[src/rtl/gps_ack_peak_if.sv]
// gps_ack_peak_if
//   Report stream from gps_ack_peak to the channel-allocation logic. There is one
//   record per correlator lane. A record transfers on any clock edge where
//   res_valid & res_ready.
//   master (peak tracker) : drives res_valid and the record fields, samples res_ready
//   slave  (consumer)     : samples res_valid and the record fields, drives res_ready
interface gps_ack_peak_if;
  logic               res_valid;
  logic               res_ready;
  logic [2:0]         res_lane;
  logic [5:0]         res_sat;
  logic [11:0]        res_peak;
  logic [9:0]         res_code_phase;
  logic signed [15:0] res_doppler;
  logic               res_detected;

  modport master (
    output res_valid, res_lane, res_sat, res_peak, res_code_phase, res_doppler, res_detected,
    input  res_ready
  );

  modport slave (
    input  res_valid, res_lane, res_sat, res_peak, res_code_phase, res_doppler, res_detected,
    output res_ready
  );
endinterface

[src/rtl/gps_ack_peak.sv]
// gps_ack_peak
//   This block sits after gps_ack. Each rising edge of corr_complete carries a new set of
//   8-lane correlation results. For each lane, the block keeps the largest integrator
//   value seen during the search, together with the PRN, code phase and doppler that
//   came with it. A rising edge of search_complete starts the report. The report sends
//   one record per lane, in lane order, over the res stream. Each record flags whether
//   its peak reaches THRESH.
// Ports
//   clk, rst                  clock; asynchronous active-low reset
//   ack_start                 1-cycle pulse; clears all lane state and (re)enters ACCUM
//   corr_complete             result-set strobe (rising edge is used)
//   search_complete           end-of-search strobe (rising edge is used)
//   sat0..7, integrator_0..7  per-lane PRN and unsigned correlation magnitude
//   code_phase, doppler_omega code phase and signed doppler shared by the result set
//   res (master)              report stream: valid/ready plus the lane record
//   corr_count                result sets absorbed during this search (saturating)
//   busy                      high in ACCUM and REPORT
//   report_done               1-cycle pulse on the cycle after lane 7 is accepted
//
// state  | meaning
// IDLE   | waiting for ack_start; result and search strobes are ignored
// ACCUM  | absorbing result sets into the per-lane peaks
// REPORT | presenting one record per lane; returns to IDLE after the last lane is accepted
module gps_ack_peak #(
  parameter int          LANES  = 8,       // fixed by the gps_ack lane count
  parameter logic [11:0] THRESH = 12'd600,
  parameter int          CNT_W  = 20
) (
  input  logic               clk,
  input  logic               rst,
  input  logic               ack_start,
  input  logic               corr_complete,
  input  logic               search_complete,
  input  logic [5:0]         sat0, sat1, sat2, sat3, sat4, sat5, sat6, sat7,
  input  logic [11:0]        integrator_0, integrator_1, integrator_2, integrator_3,
  input  logic [11:0]        integrator_4, integrator_5, integrator_6, integrator_7,
  input  logic [9:0]         code_phase,
  input  logic signed [15:0] doppler_omega,
  gps_ack_peak_if.master     res,
  output logic [CNT_W-1:0]   corr_count,
  output logic               busy,
  output logic               report_done
);

  localparam logic [1:0] IDLE   = 2'd0;
  localparam logic [1:0] ACCUM  = 2'd1;
  localparam logic [1:0] REPORT = 2'd2;

  logic [1:0]         state;
  logic               corr_prev, search_prev;
  logic               corr_ev, search_ev, absorb;

  logic [5:0]         sat_in   [LANES];
  logic [11:0]        integ_in [LANES];

  logic [11:0]        peak_q [LANES];
  logic [9:0]         cp_q   [LANES];
  logic signed [15:0] dop_q  [LANES];
  logic [5:0]         sat_q  [LANES];

  logic [11:0]        peak_nxt [LANES];
  logic [9:0]         cp_nxt   [LANES];
  logic signed [15:0] dop_nxt  [LANES];
  logic [5:0]         sat_nxt  [LANES];

  logic [2:0]         rec_idx;
  logic [11:0]        rec_peak;
  logic [9:0]         rec_cp;
  logic signed [15:0] rec_dop;
  logic [5:0]         rec_sat;

  assign sat_in[0] = sat0;  assign integ_in[0] = integrator_0;
  assign sat_in[1] = sat1;  assign integ_in[1] = integrator_1;
  assign sat_in[2] = sat2;  assign integ_in[2] = integrator_2;
  assign sat_in[3] = sat3;  assign integ_in[3] = integrator_3;
  assign sat_in[4] = sat4;  assign integ_in[4] = integrator_4;
  assign sat_in[5] = sat5;  assign integ_in[5] = integrator_5;
  assign sat_in[6] = sat6;  assign integ_in[6] = integrator_6;
  assign sat_in[7] = sat7;  assign integ_in[7] = integrator_7;

  assign corr_ev   = corr_complete & ~corr_prev;
  assign search_ev = search_complete & ~search_prev;
  assign absorb    = (state == ACCUM) & corr_ev & ~ack_start;
  assign busy      = (state != IDLE);

  // The strict compare means a tie keeps the earlier result.
  always_comb begin
    for (int i = 0; i < LANES; i++) begin
      peak_nxt[i] = peak_q[i];
      cp_nxt[i]   = cp_q[i];
      dop_nxt[i]  = dop_q[i];
      sat_nxt[i]  = sat_q[i];
      if (absorb && (integ_in[i] > peak_q[i])) begin
        peak_nxt[i] = integ_in[i];
        cp_nxt[i]   = code_phase;
        dop_nxt[i]  = doppler_omega;
        sat_nxt[i]  = sat_in[i];
      end
    end
  end

  // Choose which record to load next. On entry to REPORT this is lane 0. It is read
  // through the *_nxt path so that a result set arriving on the same edge as the search
  // edge is already included. During REPORT the *_nxt values equal the registers.
  always_comb begin
    rec_idx  = (state == ACCUM) ? 3'd0 : (res.res_lane + 3'd1);
    rec_peak = peak_nxt[rec_idx];
    rec_cp   = cp_nxt[rec_idx];
    rec_dop  = dop_nxt[rec_idx];
    rec_sat  = sat_nxt[rec_idx];
  end

  always_ff @(posedge clk or negedge rst) begin
    if (!rst) begin
      state              <= IDLE;
      corr_prev          <= 1'b0;
      search_prev        <= 1'b0;
      corr_count         <= '0;
      report_done        <= 1'b0;
      res.res_valid      <= 1'b0;
      res.res_lane       <= '0;
      res.res_sat        <= '0;
      res.res_peak       <= '0;
      res.res_code_phase <= '0;
      res.res_doppler    <= '0;
      res.res_detected   <= 1'b0;
      for (int i = 0; i < LANES; i++) begin
        peak_q[i] <= '0;
        cp_q[i]   <= '0;
        dop_q[i]  <= '0;
        sat_q[i]  <= '0;
      end
    end else begin
      corr_prev   <= corr_complete;
      search_prev <= search_complete;
      report_done <= 1'b0;
      if (ack_start) begin
        // Abort or restart from any state. The record fields keep their old values.
        state         <= ACCUM;
        corr_count    <= '0;
        res.res_valid <= 1'b0;
        for (int i = 0; i < LANES; i++) begin
          peak_q[i] <= '0;
          cp_q[i]   <= '0;
          dop_q[i]  <= '0;
          sat_q[i]  <= '0;
        end
      end else begin
        case (state)
          IDLE: begin
          end
          ACCUM: begin
            for (int i = 0; i < LANES; i++) begin
              peak_q[i] <= peak_nxt[i];
              cp_q[i]   <= cp_nxt[i];
              dop_q[i]  <= dop_nxt[i];
              sat_q[i]  <= sat_nxt[i];
            end
            if (corr_ev && (corr_count != '1))
              corr_count <= corr_count + 1'b1;
            if (search_ev) begin
              state              <= REPORT;
              res.res_valid      <= 1'b1;
              res.res_lane       <= rec_idx;
              res.res_peak       <= rec_peak;
              res.res_code_phase <= rec_cp;
              res.res_doppler    <= rec_dop;
              res.res_sat        <= rec_sat;
              res.res_detected   <= (rec_peak >= THRESH);
            end
          end
          REPORT: begin
            if (res.res_ready) begin
              if (res.res_lane == 3'(LANES - 1)) begin
                state         <= IDLE;
                res.res_valid <= 1'b0;
                report_done   <= 1'b1;
              end else begin
                res.res_lane       <= rec_idx;
                res.res_peak       <= rec_peak;
                res.res_code_phase <= rec_cp;
                res.res_doppler    <= rec_dop;
                res.res_sat        <= rec_sat;
                res.res_detected   <= (rec_peak >= THRESH);
              end
            end
          end
          default: state <= IDLE;
        endcase
      end
    end
  end

endmodule

[src/flat_wrapper.sv]
// flat-port wrapper written by rule: the top's interface ports become plain ports
module gps_ack_peak_flat 
#(
  parameter int          LANES  = 8,                                         
  parameter logic [11:0] THRESH = 12'd600,
  parameter int          CNT_W  = 20
)
  (clk, rst, ack_start, corr_complete, search_complete, sat0, sat1, sat2, sat3, sat4, sat5, sat6, sat7, integrator_0, integrator_1, integrator_2, integrator_3, integrator_4, integrator_5, integrator_6, integrator_7, code_phase, doppler_omega, corr_count, busy, report_done, res_res_valid, res_res_lane, res_res_sat, res_res_peak, res_res_code_phase, res_res_doppler, res_res_detected, res_res_ready);
  gps_ack_peak_if res_i ();
  input  logic clk;
  input  logic rst;
  input  logic ack_start;
  input  logic corr_complete;
  input  logic search_complete;
  input  logic [5:0] sat0;
  input  logic [5:0] sat1;
  input  logic [5:0] sat2;
  input  logic [5:0] sat3;
  input  logic [5:0] sat4;
  input  logic [5:0] sat5;
  input  logic [5:0] sat6;
  input  logic [5:0] sat7;
  input  logic [11:0] integrator_0;
  input  logic [11:0] integrator_1;
  input  logic [11:0] integrator_2;
  input  logic [11:0] integrator_3;
  input  logic [11:0] integrator_4;
  input  logic [11:0] integrator_5;
  input  logic [11:0] integrator_6;
  input  logic [11:0] integrator_7;
  input  logic [9:0] code_phase;
  input  logic signed [15:0] doppler_omega;
  output logic [CNT_W-1:0] corr_count;
  output logic busy;
  output logic report_done;
  output wire logic [$bits(res_i.res_valid)-1:0] res_res_valid;
  output wire logic [$bits(res_i.res_lane)-1:0] res_res_lane;
  output wire logic [$bits(res_i.res_sat)-1:0] res_res_sat;
  output wire logic [$bits(res_i.res_peak)-1:0] res_res_peak;
  output wire logic [$bits(res_i.res_code_phase)-1:0] res_res_code_phase;
  output wire logic [$bits(res_i.res_doppler)-1:0] res_res_doppler;
  output wire logic [$bits(res_i.res_detected)-1:0] res_res_detected;
  input wire logic [$bits(res_i.res_ready)-1:0] res_res_ready;
  assign res_res_valid = res_i.res_valid;
  assign res_res_lane = res_i.res_lane;
  assign res_res_sat = res_i.res_sat;
  assign res_res_peak = res_i.res_peak;
  assign res_res_code_phase = res_i.res_code_phase;
  assign res_res_doppler = res_i.res_doppler;
  assign res_res_detected = res_i.res_detected;
  assign res_i.res_ready = res_res_ready;
  gps_ack_peak #(.LANES(LANES), .THRESH(THRESH), .CNT_W(CNT_W)) u_core (.clk(clk), .rst(rst), .ack_start(ack_start), .corr_complete(corr_complete), .search_complete(search_complete), .sat0(sat0), .sat1(sat1), .sat2(sat2), .sat3(sat3), .sat4(sat4), .sat5(sat5), .sat6(sat6), .sat7(sat7), .integrator_0(integrator_0), .integrator_1(integrator_1), .integrator_2(integrator_2), .integrator_3(integrator_3), .integrator_4(integrator_4), .integrator_5(integrator_5), .integrator_6(integrator_6), .integrator_7(integrator_7), .code_phase(code_phase), .doppler_omega(doppler_omega), .res(res_i), .corr_count(corr_count), .busy(busy), .report_done(report_done));
endmodule
[config.mk]
export PLATFORM = sky130hd
export DESIGN_NAME = gps_ack_peak_flat
export DESIGN_NICKNAME = d
export VERILOG_FILES = /design/src/rtl/gps_ack_peak_if.sv /design/src/rtl/gps_ack_peak.sv /design/src/flat_wrapper.sv
export SDC_FILE = /design/constraint.sdc
export NUM_CORES = 1
export LEC_CHECK = 0
export ABC_AREA = 1
export CORE_MARGIN = 2
export CORE_UTILIZATION = 69
export DETAILED_ROUTE_END_ITERATION = 6
export DONT_BUFFER_PORTS = 1
export PLACE_DENSITY = 0.85
export SYNTH_ARGS = -nofsm -noshare
export SYNTH_HDL_FRONTEND = slang
export SYNTH_SLANG_ARGS = --single-unit
[constraint.sdc]
create_clock -name clk -period 4.5 [get_ports clk]
set_clock_uncertainty 0.05 [all_clocks]
set_input_delay 0.675 -clock clk [delete_from_list [all_inputs] [get_ports clk]]
set_output_delay 0.675 -clock clk [all_outputs]
set_load 0.05 [all_outputs]
==> impl_metrics.toml, run 1 <==
# flow metrics
[pwr]
switching_share_pct = 37.5
p_seq_share_pct = 45.4
max-vdd-ir-drop_mv = 0.364

[critical_path]
crit_path_max_fanout = 26
path_cells = "ha_1 -> ha_1 -> nand2_1 -> inv_1 -> nor2_2 -> buf_4 -> inv_2 -> o211ai_1 -> nand3_1 -> nand2_1 -> nand2_1 -> inv_1 -> a21oi_1"
worst-endpoint-required_ps = 4880
crit_family = "buffers and inverters"
reg2reg_to = "u_core.res.res_detected"
critPathLaunch = "u_core.res.res_lane[0]"
cp.depth = 13

[status]
failed_checks = "negative hold slack"
status = "finished, violations left"

[die]
die_y_um = 189

[final_timing]
max_freq_mhz = 270
setup_tns_ps = 0
hold_violations = 261
whs_ps = -222
rsz0062_at_grt = "false"

[layout]
stdcell_area_um2 = 24600
drive_gt1_share_pct = 5.84
reg_top3 = "u_core.dop_q (128), u_core.peak_q (96), u_core.cp_q (80)"
syn2layout_area_growth_pct = 4.85
regArea_um2 = 10700

[grt]
grt_max_degree = 427
grt_pass1_vias = 19700

[logic_synthesis]
synthCells = 3012
ys_seq_share_pct = 45.4
ys_types = 42
netlist.area_leader.share_pct = 45.4
ys_sh_simple_pct = 26.2
synth_nets = 3287
ys_cells = 3012
yosys_warnings = 0

[route]
wl_met1_um = 24600

[clocking]
clkSinkCount = 426
cts_tree = "yes"
post_cts_buffers = 0
cts-resized-gates = 0
path_clk_slew_ps = 60

[worst_hold_path]
hp-class = "in2async"
### Pin placement, run 1

(2 px per µm) Pins as bars across the die edge, other pins in grey.
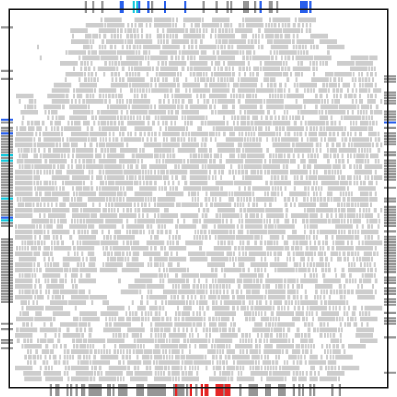
`sat0`: marked cyan, pins 6, direction input, edge 4 west, 2 north. `integrator_6`: marked red, pins 12, direction input, edge south. `doppler_omega`: marked blue, pins 16, direction input, edge 12 north, 3 west, 1 east.
All pins by edge: 77 south, 71 west, 70 east, 29 north.

### Cell outlines without signal wires, run 1

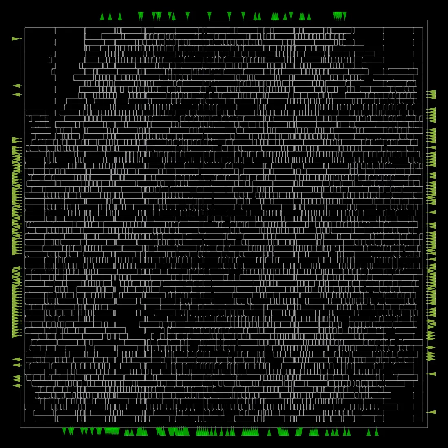
Core Region: 33,500 µm²
final std cells w/o fill: 3,379
Tap Count: 448
flop share of the area: 43.3%

### Port wiring, run 1

(1.5 px per µm)
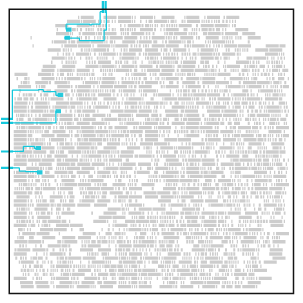
`sat0`: marked cyan, bits 6, direction input, end cells 6, buffers 0, wire 224 µm.
PortBufs: 0
I/O pins: 247

### Wiring by layer, run 1

(2 px per µm) Two of the layers only.
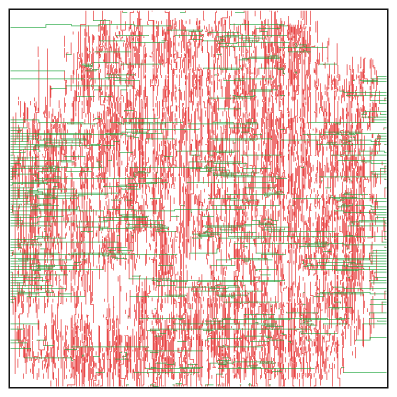

==> run 2, diff against run 1 <==
--- a/config.mk
+++ b/config.mk
@@ -7,10 +7,10 @@
 export LEC_CHECK = 0
 export ABC_AREA = 1
 export CORE_MARGIN = 2
-export CORE_UTILIZATION = 69
+export CORE_UTILIZATION = 65
 export DETAILED_ROUTE_END_ITERATION = 6
 export DONT_BUFFER_PORTS = 1
-export PLACE_DENSITY = 0.85
+export PLACE_DENSITY = 0.81
 export SYNTH_ARGS = -nofsm -noshare
 export SYNTH_HDL_FRONTEND = slang
 export SYNTH_SLANG_ARGS = --single-unit
==> constraint.sdc (replaced) <==
create_clock -name clk -period 3.6 [get_ports clk]
set_clock_uncertainty 0.05 [all_clocks]
set_input_delay 0.54 -clock clk [delete_from_list [all_inputs] [get_ports clk]]
set_output_delay 0.54 -clock clk [all_outputs]
set_load 0.05 [all_outputs]
### Wiring by layer, run 2

(2 px per µm) Two of the layers only.
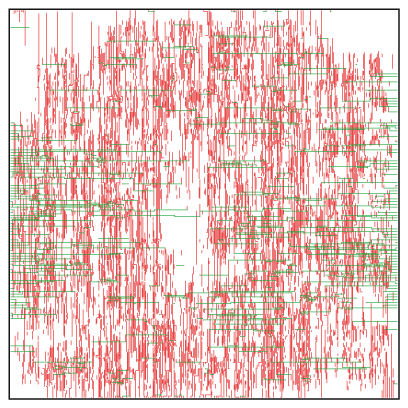
metal 2: marked red, wire length 29.0 mm. metal 3: marked green, wire length 5,770 µm.

### Port wiring, run 2

(1.5 px per µm)
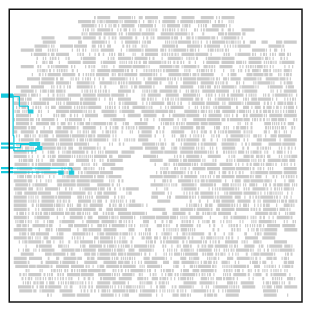
`sat0`: marked cyan, bits 6, direction input, end cells 6, buffers 0, wire 188 µm.

### Cell outlines without signal wires, run 2

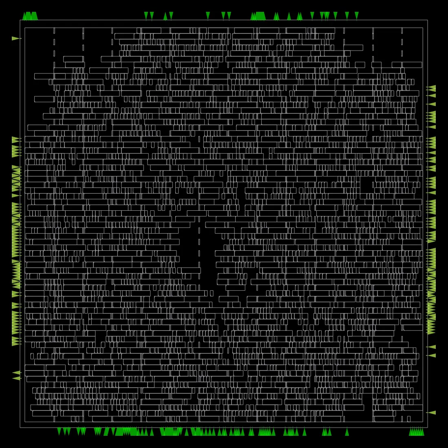
Filler cells: 2,823
Tap Count: 461

==> impl_metrics.toml, run 2 <==
# flow metrics
[placed_design]
port_buffers = 0

[status]
failed_checks = "negative hold slack, max-slew violations"
status = "finished, violations left"

[logic_synthesis]
ys_types = 42
netlist.area_leader.share_pct = 45.4
yosys_warnings = 0
synth_nets = 3287
ys_seq_share_pct = 45.4
ys_sh_simple_pct = 26.2
synthCells = 3012

[final_timing]
setup_tns_ps = 0
hold_violations = 285
finalMaxSlewViolations = 173
whs_ps = -356
period_needed_ps = 3040

[die]
core_area_um2 = 35600
die_y_um = 194

[worst_hold_path]
hp-class = "in2async"

[grt]
grt_pass1_vias = 20100
grt_max_degree = 427

[route]
drc = 0
wl_met1_um = 25000

[layout]
regArea_um2 = 10700
drive_gt1_share_pct = 6.31
instances_no_fill = 3407
stdcell_area_um2 = 25000
reg_top3 = "u_core.dop_q (128), u_core.peak_q (96), u_core.cp_q (80)"

[critical_path]
crit_path_max_fanout = 25
crit_family = "buffers and inverters"
path_cells = "ha_1 -> ha_1 -> nand2_1 -> buf_4 -> inv_1 -> nor2_2 -> buf_4 -> nand2_1 -> o211ai_1 -> nand3_1 -> nand2_1 -> nand2_1 -> inv_1 -> a21oi_1"
reg2reg_to = "u_core.res.res_detected"
worst-endpoint-required_ps = 3990
cp.depth = 14
critPathLaunch = "u_core.res.res_lane[0]"

[clocking]
clkSinkCount = 426
post_cts_buffers = 0
cts-resized-gates = 0
path_clk_slew_ps = 60
cts_tree = "yes"

[pwr]
max-vdd-ir-drop_mv = 0.577
switching_share_pct = 36.9
